==> src/rtl/wb_pkg.sv <==
// Shared Wishbone definitions: cycle type identifiers, arbiter
// state encoding and a constant-safe clog2 helper.
package wb_pkg;

   localparam logic [2:0] CTI_CLASSIC = 3'b000;
   localparam logic [2:0] CTI_INCR    = 3'b010;
   localparam logic [2:0] CTI_EOB     = 3'b111;

   typedef enum logic {
      IDLE = 1'b0,
      BUSY = 1'b1
   } state_t;

   function automatic int clog2(input int value);
      int result;
      result = 0;
      while ((1 << result) < value) result++;
      return result;
   endfunction

endpackage

==> src/rtl/rr_select.sv <==
// Combinational round-robin picker: returns the first set request
// searching upward from last+1 (mod N). Ports: req, last -> idx, valid.
module rr_select
   import wb_pkg::*;
#(
   parameter int N  = 2,
   parameter int IW = clog2(N)
) (
   input  logic [N-1:0]  req,
   input  logic [IW-1:0] last,
   output logic [IW-1:0] idx,
   output logic          valid
);

   logic [IW-1:0] cand;

   // Scan from the farthest candidate to the nearest so that the
   // nearest requester after 'last' is the final assignment.
   always_comb begin
      idx   = '0;
      valid = 1'b0;
      cand  = '0;
      for (int i = N; i >= 1; i--) begin
         cand = IW'((int'(last) + i) % N);
         if (req[cand]) begin
            idx   = cand;
            valid = 1'b1;
         end
      end
   end

endmodule

==> src/rtl/wishbone_arbiter.sv <==
// Round-robin arbiter sharing one Wishbone slave among NUM_MASTERS
// masters, with a stall watchdog.
// Ports: clk_i/rst_i; packed m_* master requests in, m_dat_o/m_ack_o/
// m_err_o back; s_* slave port; grant_o one-hot current owner.
module wishbone_arbiter
   import wb_pkg::*;
#(
   parameter int ADDRESS_WIDTH = 16,
   parameter int DATA_WIDTH    = 8,
   parameter int DATA_BYTES    = 1,
   parameter int NUM_MASTERS   = 2,
   parameter int TIMEOUT       = 16
) (
   input  logic                                  clk_i,
   input  logic                                  rst_i,
   input  logic [NUM_MASTERS*ADDRESS_WIDTH-1:0]  m_adr_i,
   input  logic [NUM_MASTERS*DATA_WIDTH-1:0]     m_dat_i,
   input  logic [NUM_MASTERS-1:0]                m_we_i,
   input  logic [NUM_MASTERS*DATA_BYTES-1:0]     m_sel_i,
   input  logic [NUM_MASTERS-1:0]                m_stb_i,
   input  logic [NUM_MASTERS-1:0]                m_cyc_i,
   input  logic [NUM_MASTERS*3-1:0]              m_cti_i,
   output logic [DATA_WIDTH-1:0]                 m_dat_o,
   output logic [NUM_MASTERS-1:0]                m_ack_o,
   output logic [NUM_MASTERS-1:0]                m_err_o,
   output logic [ADDRESS_WIDTH-1:0]              s_adr_o,
   output logic [DATA_WIDTH-1:0]                 s_dat_o,
   input  logic [DATA_WIDTH-1:0]                 s_dat_i,
   output logic                                  s_we_o,
   output logic [DATA_BYTES-1:0]                 s_sel_o,
   output logic                                  s_stb_o,
   output logic                                  s_cyc_o,
   input  logic                                  s_ack_i,
   output logic [2:0]                            s_cti_o,
   output logic [NUM_MASTERS-1:0]                grant_o
);

   localparam int IW = clog2(NUM_MASTERS);
   localparam int CW = clog2(TIMEOUT + 1);
   localparam logic [CW-1:0] WD_LAST   = CW'(TIMEOUT - 1);
   localparam logic [IW-1:0] LAST_INIT = IW'(NUM_MASTERS - 1);

   state_t                 state;
   logic [IW-1:0]          owner;
   logic [IW-1:0]          last_grant;
   logic [IW-1:0]          sel_idx;
   logic                   sel_valid;
   logic [CW-1:0]          wd_cnt;
   logic [NUM_MASTERS-1:0] owner_oh;
   logic                   busy;
   logic                   own_cyc;
   logic                   own_stb;
   logic                   stall;
   logic                   expire;

   rr_select #(
      .N  (NUM_MASTERS),
      .IW (IW)
   ) u_rr (
      .req   (m_cyc_i),
      .last  (last_grant),
      .idx   (sel_idx),
      .valid (sel_valid)
   );

   assign owner_oh = NUM_MASTERS'(1) << owner;
   assign busy     = (state == BUSY) && !rst_i;
   assign own_cyc  = m_cyc_i[owner];
   assign own_stb  = m_stb_i[owner];
   assign stall    = busy && own_cyc && own_stb && !s_ack_i;

   // wd_cnt holds the stalled cycles already seen, so the TIMEOUT-th
   // consecutive stalled cycle is the one where it equals TIMEOUT-1.
   assign expire   = stall && (wd_cnt == WD_LAST);

   assign s_adr_o = m_adr_i[int'(owner)*ADDRESS_WIDTH +: ADDRESS_WIDTH];
   assign s_dat_o = m_dat_i[int'(owner)*DATA_WIDTH +: DATA_WIDTH];
   assign s_sel_o = m_sel_i[int'(owner)*DATA_BYTES +: DATA_BYTES];
   assign s_cti_o = m_cti_i[int'(owner)*3 +: 3];
   assign s_we_o  = m_we_i[owner];

   assign s_cyc_o = busy && own_cyc && !expire;
   assign s_stb_o = busy && own_cyc && own_stb && !expire;

   assign m_dat_o = s_dat_i;
   assign m_ack_o = (busy && own_cyc && s_ack_i) ? owner_oh : '0;
   assign m_err_o = expire ? owner_oh : '0;
   assign grant_o = busy ? owner_oh : '0;

   always_ff @(posedge clk_i) begin
      if (rst_i) begin
         state      <= IDLE;
         owner      <= '0;
         last_grant <= LAST_INIT;
         wd_cnt     <= '0;
      end else begin
         unique case (state)
            IDLE: begin
               wd_cnt <= '0;
               if (sel_valid) begin
                  owner      <= sel_idx;
                  last_grant <= sel_idx;
                  state      <= BUSY;
               end
            end
            BUSY: begin
               // Any release passes through IDLE, which gives the
               // mandatory turnaround cycle between owners.
               if (!own_cyc || expire) begin
                  state  <= IDLE;
                  wd_cnt <= '0;
               end else if (stall) begin
                  wd_cnt <= wd_cnt + CW'(1);
               end else begin
                  wd_cnt <= '0;
               end
            end
            default: state <= IDLE;
         endcase
      end
   end

endmodule

==> config.mk <==
export PLATFORM = sky130hd
export DESIGN_NAME = wishbone_arbiter
export DESIGN_NICKNAME = d
export VERILOG_FILES = /design/src/rtl/wb_pkg.sv /design/src/rtl/rr_select.sv /design/src/rtl/wishbone_arbiter.sv
export SDC_FILE = /design/constraint.sdc
export NUM_CORES = 1
export LEC_CHECK = 0
export CAP_MARGIN = 20
export CORE_ASPECT_RATIO = 2
export CORE_MARGIN = 1.5
export CORE_UTILIZATION = 25
export DETAILED_ROUTE_END_ITERATION = 16
export HOLD_SLACK_MARGIN = 0.15
export PLACE_DENSITY = 0.82
export REMOVE_ABC_BUFFERS = 1
export SYNTH_ARGS = -nofsm -noshare
export SYNTH_HDL_FRONTEND = slang
export SYNTH_SLANG_ARGS = --single-unit
==> constraint.sdc <==
create_clock -name clk_i -period 2.3 [get_ports clk_i]
set_clock_uncertainty 0.2 [all_clocks]
set_input_delay 0.46 -clock clk_i [delete_from_list [all_inputs] [get_ports clk_i]]
set_output_delay 0.46 -clock clk_i [all_outputs]
set_load 0.02 [all_outputs]
==> impl_metrics.json, run 1 <==
{
  "routed-via-count": 1123,
  "drive_gt1_share_pct": 35.53,
  "synth_top_area_share_pct": 39.24,
  "p_seq_share_pct": 21.7,
  "worstPathCellList": "ha_2 > and3_4 > ha_4 > nand2b_4 > nor4_4 > buf_4",
  "grt_pass1_vias": 1242,
  "endpoint": "m_err_o[0]",
  "status": "complete, no violations",
  "p_switching_mw": 0.2175,
  "p_comb_share_pct": 54.3,
  "dp_slack_ps": -497.5,
  "cp_num_cells": 6,
  "tool_warnings": 27,
  "critPathMaxStageDelay_ps": 330,
  "r2r_slack_ps": 760,
  "r2r-end": "wd_cnt[2]",
  "reg2reg_depth": 6,
  "edf_count": 0,
  "min_path_type": "flip-flop to flip-flop",
  "p_int_mw": 0.4836,
  "cp_data_required_time_ps": 1640,
  "crit_family": "simple AND/OR/NAND/NOR gates",
  "rows": 30,
  "yosys_warnings": 0,
  "rr_startpoint": "wd_cnt[0]",
  "power_mw": 0.7010,
  "hold_viol": 0,
  "tightest_slew_ps": 245.5,
  "powerDensity_nw_per_um2": 352.8,
  "worstPathMaxFanout": 4,
  "critPathKind": "flip-flop to output port",
  "syn-cell-area_um2": 860.8,
  "yosys-stat-area_um2": 860.8,
  "cts_resized": 67,
  "cts_tree": "done",
  "grt_remaining_overflow": 0,
  "synthDistinctLibCells": 27,
  "crit_buf_inv": 1,
  "ant_nets": 0,
  "grt_pass1_wl_um": 5154,
  "io_buffers": 101,
  "drt_iter0_markers": 9,
  "ys_cells": 90,
  "ios": 118,
  "top_area_cell": "mux2_2",
  "end_kind": "output port",
  "initial_core_util_pct": 25.77,
  "cp.arrival_ps": 1600,
  "clock_latency_ps": 230,
  "async_reset_ff_share_pct": 0,
  "dp_hpwl_um": 2990,
  "dieWidth_um": 44.49,
  "grt_max_degree": 30,
  "dieHeight_um": 85.99,
  "gp_congestion": 0.8210,
  "cp-startpoint": "wd_cnt[1]",
  "grtUsageTotal_pct": 18.26,
  "layout_top_cell": "clkdlybuf4s50_1",
  "fillCellCount": 288,
  "min_from": "wd_cnt[0]",
  "synth_flops": 8,
  "synth_seq_share_pct": 18.60,
  "fp.coreArea_um2": 3341,
  "holdBufCountCts": 0,
  "ys.flop_type": "dfxtp_1",
  "cts.sinks": 8,
  "antenna_found_initial": 0,
  "hold_slack_ps": 300.0,
  "postSynthAreaPerCell_um2": 9.565,
  "place_area_um2": 1946,
  "cp-start-kind": "flip-flop",
  "final_cell_mix": "63 x clkdlybuf4s50_1, 30 x dlygate4sd2_1, 29 x mux2_2, 16 x buf_4, 10 x nor2_1",
  "ctsHtreeMaxLevel": 1,
  "hold_path_depth": 2,
  "tns_ps": 0,
  "clock-root-buffer": "clkbuf_8",
  "nNetsFinal": 274,
  "period_used_pct": 98.45,
  "antennaDiodeCount": 0,
  "viasPerCell": 4.904,
  "dr.pass1.iters": 4,
  "dp.cells": 226,
  "min_to": "wd_cnt[0]",
  "cts_buffers": 3,
  "synthTopCellsByCount": "30 x mux2_2, 10 x buf_4, 10 x nor2_1",
  "rsz0062_at_grt": "yes",
  "fmax_mhz": 441.6,
  "stdcell_area_um2": 1987,
  "wl_per_cell_um": 15.07,
  "p_clk_share_pct": 24.0,
  "final-setup-viol-count": 0,
  "most_common_cell": "mux2_2",
  "synth_cells": 90,
  "finalNonFillerCells": 229,
  "clk_path_buf_depth": 2,
  "vdd_drop_max_uv": 233.1,
  "critPathSlowestCell": "dfxtp_1",
  "drc": 0,
  "topCellsByArea": "mux2_2 39%, dfxtp_1 19%, buf_4 8.7%",
  "cts.clk_slew.worst_paths_ps": 40,
  "utilization_pct": 59.48,
  "drv_slew": 0,
  "maxCapViolCount": 0,
  "period_minus_slack_ps": 2264,
  "cts_setup_buffers": 0,
  "chip_area_um2": 3825,
  "leakagePower_nw": 0.8572,
  "switching_share_pct": 31.02,
  "slew_headroom_pct": 83.51
}
[run 1: metal layers]
metal  routed length [um]  up-vias  global-route usage, %
li1                     -      526                      -
met5                    0        -                      0
met2                 2015       71                  33.47
met4                   93        0                  9.917
met1                  996      516                  15.01
met3                  345       10                  8.211
[run 1: power by group through the flow]
| stage | logic (mW) | clock network (mW) | registers, mW |
|---|---|---|---|
| 5_1_grt | 0.403 | 0.178 | 0.153 |
| 6_report | 0.380 | 0.168 | 0.152 |
| 4_1_cts | 0.381 | 0.172 | 0.152 |
| 3_5_place_dp | 0.416 | 0 | 0.154 |
| 2_1_floorplan | 0.156 | 0 | 0.164 |
| 3_3_place_gp | 0.405 | 0 | 0.154 |
[run 1: registers in the layout, indices dropped and copies added (netlist names)]
name,cells
wd_cnt,5
last_grant,1
owner,1
state,1
[run 1: layout make-up]
| cell class | count | area (um^2) | area share (%) |
|---|---|---|---|
| clock buffers | 3 | 41.29 | 2.078 |
| inverters | 4 | 15.01 | 0.7557 |
| multi-input cells | 66 | 650.6 | 32.75 |
| flip-flops and latches | 8 | 162.7 | 8.186 |
| well taps | 32 | 40.04 | 2.015 |
| repair buffers | 116 | 1077 | 54.22 |
[run 1: kinds of logic after synthesis]
family                   synth area share (%)
AND-OR/OR-AND                           3.925
XOR/XNOR                                2.035
adder cells (fa/ha/maj)                 2.907
buffers and inverters                   12.35
flip-flops                              18.60
multiplexers                            40.99
AND/OR/NAND/NOR                         19.19
[run 1: worst register-to-register path: stages (launching register included)]
cell and delay [ps]:
dfxtp_2 310, ha_2 180, and3_4 180, ha_4 160
nor2_1 120, nand4_2 180, nor2_1 140
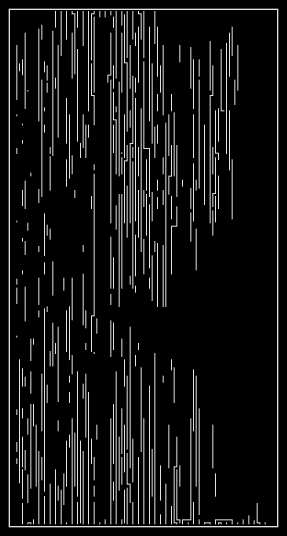
Figure 1: run 1, signal wires on met2.
Scale: 6 px per um.
The longest straight run is 30.6 um. The layer holds 58% of the routed length.
final WL: 3451 um
met2 Track Usage GR: 33.47%

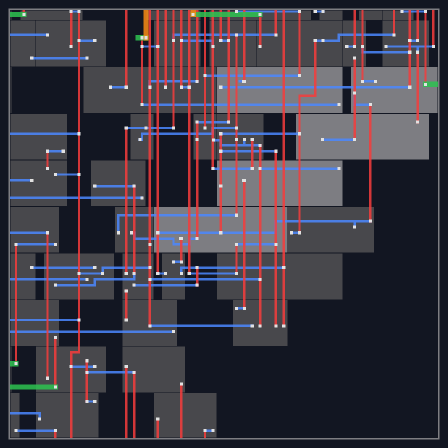
Figure 2: run 1, a small window of the routed layout.
Region (10, 30) to (35, 55) um. Cells in grey, sequential cells in the stronger grey; small squares are vias.
Key: metal 2 = red; metal 1 = blue; metal 3 = green; metal 4 = orange
Sequential cells in the window: 5. 32 logic cells have their middle in the window. Most frequent: mux2_2 (4), clkdlybuf4s50_1 (4), dlygate4sd2_1 (4). Netlist names of flops here include wd_cnt (2).

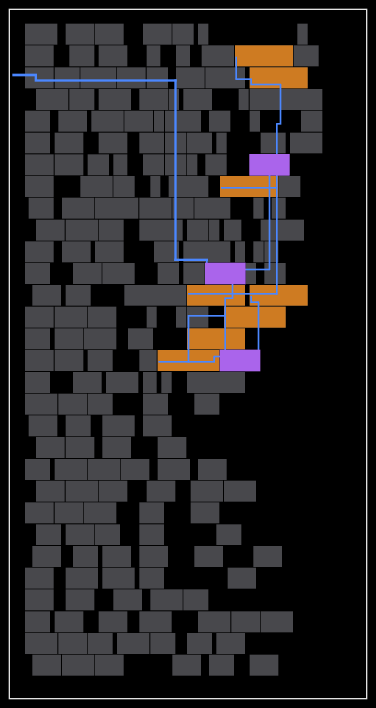
Figure 3: run 1, routed clock nets over the placement.
Scale: 8 px per um.
Key: clock wires = blue [length 168 um]; flip-flops = orange [count 8]; clock drivers = purple [count 3]
There are 4 routed clock nets.

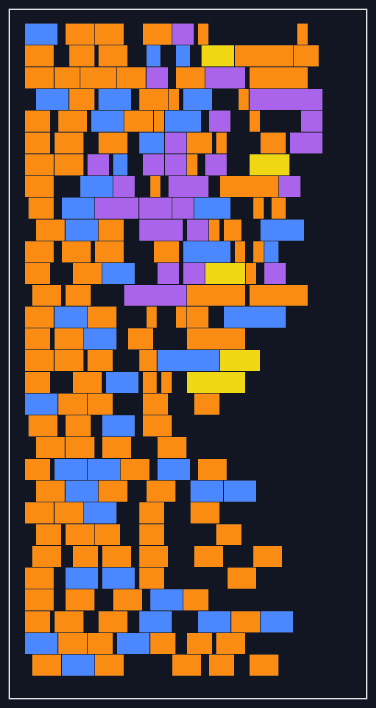
Figure 4: run 1, cells by drive strength.
Scale: 8 px per um.
Key: _3 and _4 cells = purple [cells 24]; _6 and larger = yellow [cells 5]; _0 and _1 cells = orange [cells 127]; _2 cells = blue [cells 41]
layout overhead on the synthesized area: 130.8%
bufs w/o clock: 116
final worst slack: 35.54 ps

## Run 2: what changed since run 1
SLEW_MARGIN = 20   (was default)
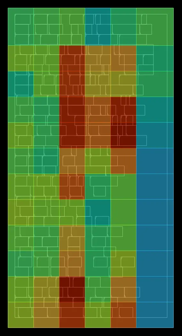
Figure 5: run 2, routing congestion map.
met3 Use GR: 8.211%
met1 Track Usage GR: 15.01%
global route hottest layer: met2

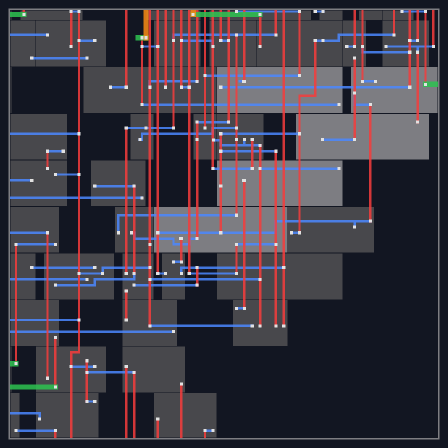
Figure 6: run 2, a small window of the routed layout.
Region (10, 30) to (35, 55) um. Cells in grey, sequential cells in the stronger grey; small squares are vias.
Key: metal 2 = red; metal 3 = green; metal 4 = orange; metal 1 = blue
Netlist names of flops here include wd_cnt (2). 32 logic cells have their middle in the window. Most frequent: mux2_2 (4), clkdlybuf4s50_1 (4), dlygate4sd2_1 (4). Sequential cells in the window: 5.

==> run 2 against run 1 <==
Net effect:
- setup slack stayed put
- design area stayed put
- largest cell class unchanged
- register-to-register slack hardly changed
- critical path depth stayed put
- die size stayed put
- maximum frequency stayed put
- global-route usage stayed put
- sequential share of layout area stayed put
- synthesized cell count stayed put
==> impl_metrics.json, run 2 <==
{
  "cts.sinks": 8,
  "critPathKind": "flip-flop to output port",
  "end_kind": "output port",
  "dr.pass1.iters": 4,
  "ios": 118,
  "most_common_cell": "mux2_2",
  "initial_core_util_pct": 25.77,
  "cts_buffers": 3,
  "grt_pass1_wl_um": 5154,
  "hold_slack_ps": 300.0,
  "leakagePower_nw": 0.8572,
  "powerSeq_mw": 0.152,
  "status": "complete, no violations",
  "pg_comb_mw": 0.380,
  "gp_congestion": 0.8210,
  "cts_setup_buffers": 0,
  "antenna_found_initial": 0,
  "tool_warnings": 27,
  "tightest_slew_ps": 245.5,
  "vdd_drop_max_uv": 233.1,
  "tns_ps": 0,
  "chip_area_um2": 3825,
  "drt_iter0_markers": 9,
  "cts_resized": 67,
  "yosys-stat-area_um2": 860.8,
  "yosys_warnings": 0,
  "cp.arrival_ps": 1600,
  "postSynthAreaPerCell_um2": 9.565,
  "period_used_pct": 98.45,
  "synth_cells": 90,
  "cts.clk_slew.worst_paths_ps": 40,
  "reg2reg_depth": 6,
  "power-top-group": "combinational cells",
  "topCellsByArea": "mux2_2 39%, dfxtp_1 19%, buf_4 8.7%",
  "io_buffers": 101,
  "critPathSlowestCell": "dfxtp_1",
  "dp_hpwl_um": 2990,
  "clock-root-buffer": "clkbuf_8",
  "hold_path_depth": 2,
  "critPathMaxStageDelay_ps": 330,
  "grt_remaining_overflow": 0,
  "maxCapViolCount": 0,
  "synthTopCellsByCount": "30 x mux2_2, 10 x buf_4, 10 x nor2_1",
  "area_growth_pct": 130.8,
  "edf_count": 0,
  "final_cell_mix": "63 x clkdlybuf4s50_1, 30 x dlygate4sd2_1, 29 x mux2_2, 16 x buf_4, 10 x nor2_1",
  "holdBufCountCts": 0,
  "p_int_mw": 0.4836,
  "syn-cell-area_um2": 860.8,
  "p_comb_share_pct": 54.3,
  "fp.coreArea_um2": 3341,
  "grt_max_degree": 30,
  "p_seq_share_pct": 21.7,
  "grtUsageTotal_pct": 18.26,
  "ant_nets": 0,
  "async_reset_ff_share_pct": 0,
  "worstPathCellList": "ha_2 > and3_4 > ha_4 > nand2b_4 > nor4_4 > buf_4",
  "clock_latency_ps": 230,
  "ys.flop_type": "dfxtp_1",
  "top_area_cell": "mux2_2",
  "synthDistinctLibCells": 27,
  "rows": 30,
  "fmax_mhz": 441.6,
  "ys_cells": 90,
  "layout_top_cell": "clkdlybuf4s50_1",
  "dieWidth_um": 44.49,
  "grt_pass1_vias": 1242,
  "drive_gt1_share_pct": 35.53,
  "drc": 0,
  "rsz0062_at_grt": "yes",
  "top_register": "wd_cnt",
  "powerDensity_nw_per_um2": 352.8,
  "largest_register_ffs": 5,
  "clk_path_buf_depth": 2,
  "routed-via-count": 1123,
  "wl_per_cell_um": 15.07,
  "ctsHtreeMaxLevel": 1,
  "drv_slew": 0,
  "synth_top_area_share_pct": 39.24,
  "fillCellCount": 288,
  "nNetsFinal": 274,
  "period_minus_slack_ps": 2264,
  "slew_headroom_pct": 83.51,
  "switching_share_pct": 31.02,
  "synth_seq_share_pct": 18.60,
  "final-setup-viol-count": 0,
  "dieHeight_um": 85.99,
  "cp-start-kind": "flip-flop",
  "p_switching_mw": 0.2175,
  "wirelength_um": 3451,
  "cts_tree": "done",
  "p_clk_mw": 0.168,
  "p_clk_share_pct": 24.0,
  "min_path_type": "flip-flop to flip-flop",
  "viasPerCell": 4.904,
  "antennaDiodeCount": 0,
  "worstPathMaxFanout": 4,
  "synth_flops": 8,
  "cp_data_required_time_ps": 1640,
  "hold_viol": 0
}
run 2: cell counts after synthesis:
No cell type changed its count.
run 2: per-stage QoR:
step,setup WS (ps),std cells,util [%],instance area [um^2],power [mW]
detailed placement,-497.5,226,58.24,1946,0.5697
global route,-20.65,229,59.48,1987,0.7336
global placement,-420.4,226,58.24,1946,0.5588
floorplan,-429.6,78,-,769.5,0.3200
CTS,-0.8962,229,57.98,1937,0.7041
finish,35.54,229,59.48,1987,0.7010
run 2: cell families after synthesis:
group | after synthesis | synth area share, %
AOI/OAI and AO/OA | 3 | 3.925
xor gates and xnor gates | 2 | 2.035
adders and majority gates | 2 | 2.907
buffers and inverters | 16 | 12.35
DFF | 8 | 18.60
muxes | 31 | 40.99
and+or+nand+nor | 28 | 19.19
run 2: layout make-up:
class	instances	area, um^2	area share (%)
clock buffer	3	41.29	2.078
inverter	4	15.01	0.7557
multi-input combinational	66	650.6	32.75
sequential	8	162.7	8.186
tap	32	40.04	2.015
timing repair buffer	116	1077	54.22
run 2: metal layers:
layer / vias up / global-route usage (%) / part of all wire (%)
met5: - / 0 / 0
met4: 0 / 9.917 / 2.7
met2: 71 / 33.47 / 58
met3: 10 / 8.211 / 10
met1: 516 / 15.01 / 29
li1: 526 / - / -
run 2: worst max-delay path: cells and delay by family (launching register included):
family | cells | cell delay [ps]
adders and majority gates | 2 | 320
buffers and inverters | 1 | 190
and+or+nand+nor | 3 | 540
DFF | 1 | 330
run 2: final timing paths:
| check | start | endpoint | slack, ps |
|---|---|---|---|
| setup / recovery | wd_cnt[1] | m_err_o[0] | 40 |
| hold / removal | wd_cnt[0] | wd_cnt[0] | 300 |
| setup reg to reg | wd_cnt[0] | wd_cnt[2] | 760 |
| hold reg to reg | wd_cnt[0] | wd_cnt[0] | 300 |
Power figures rest on the tool's default switching activity, not on a simulated workload.
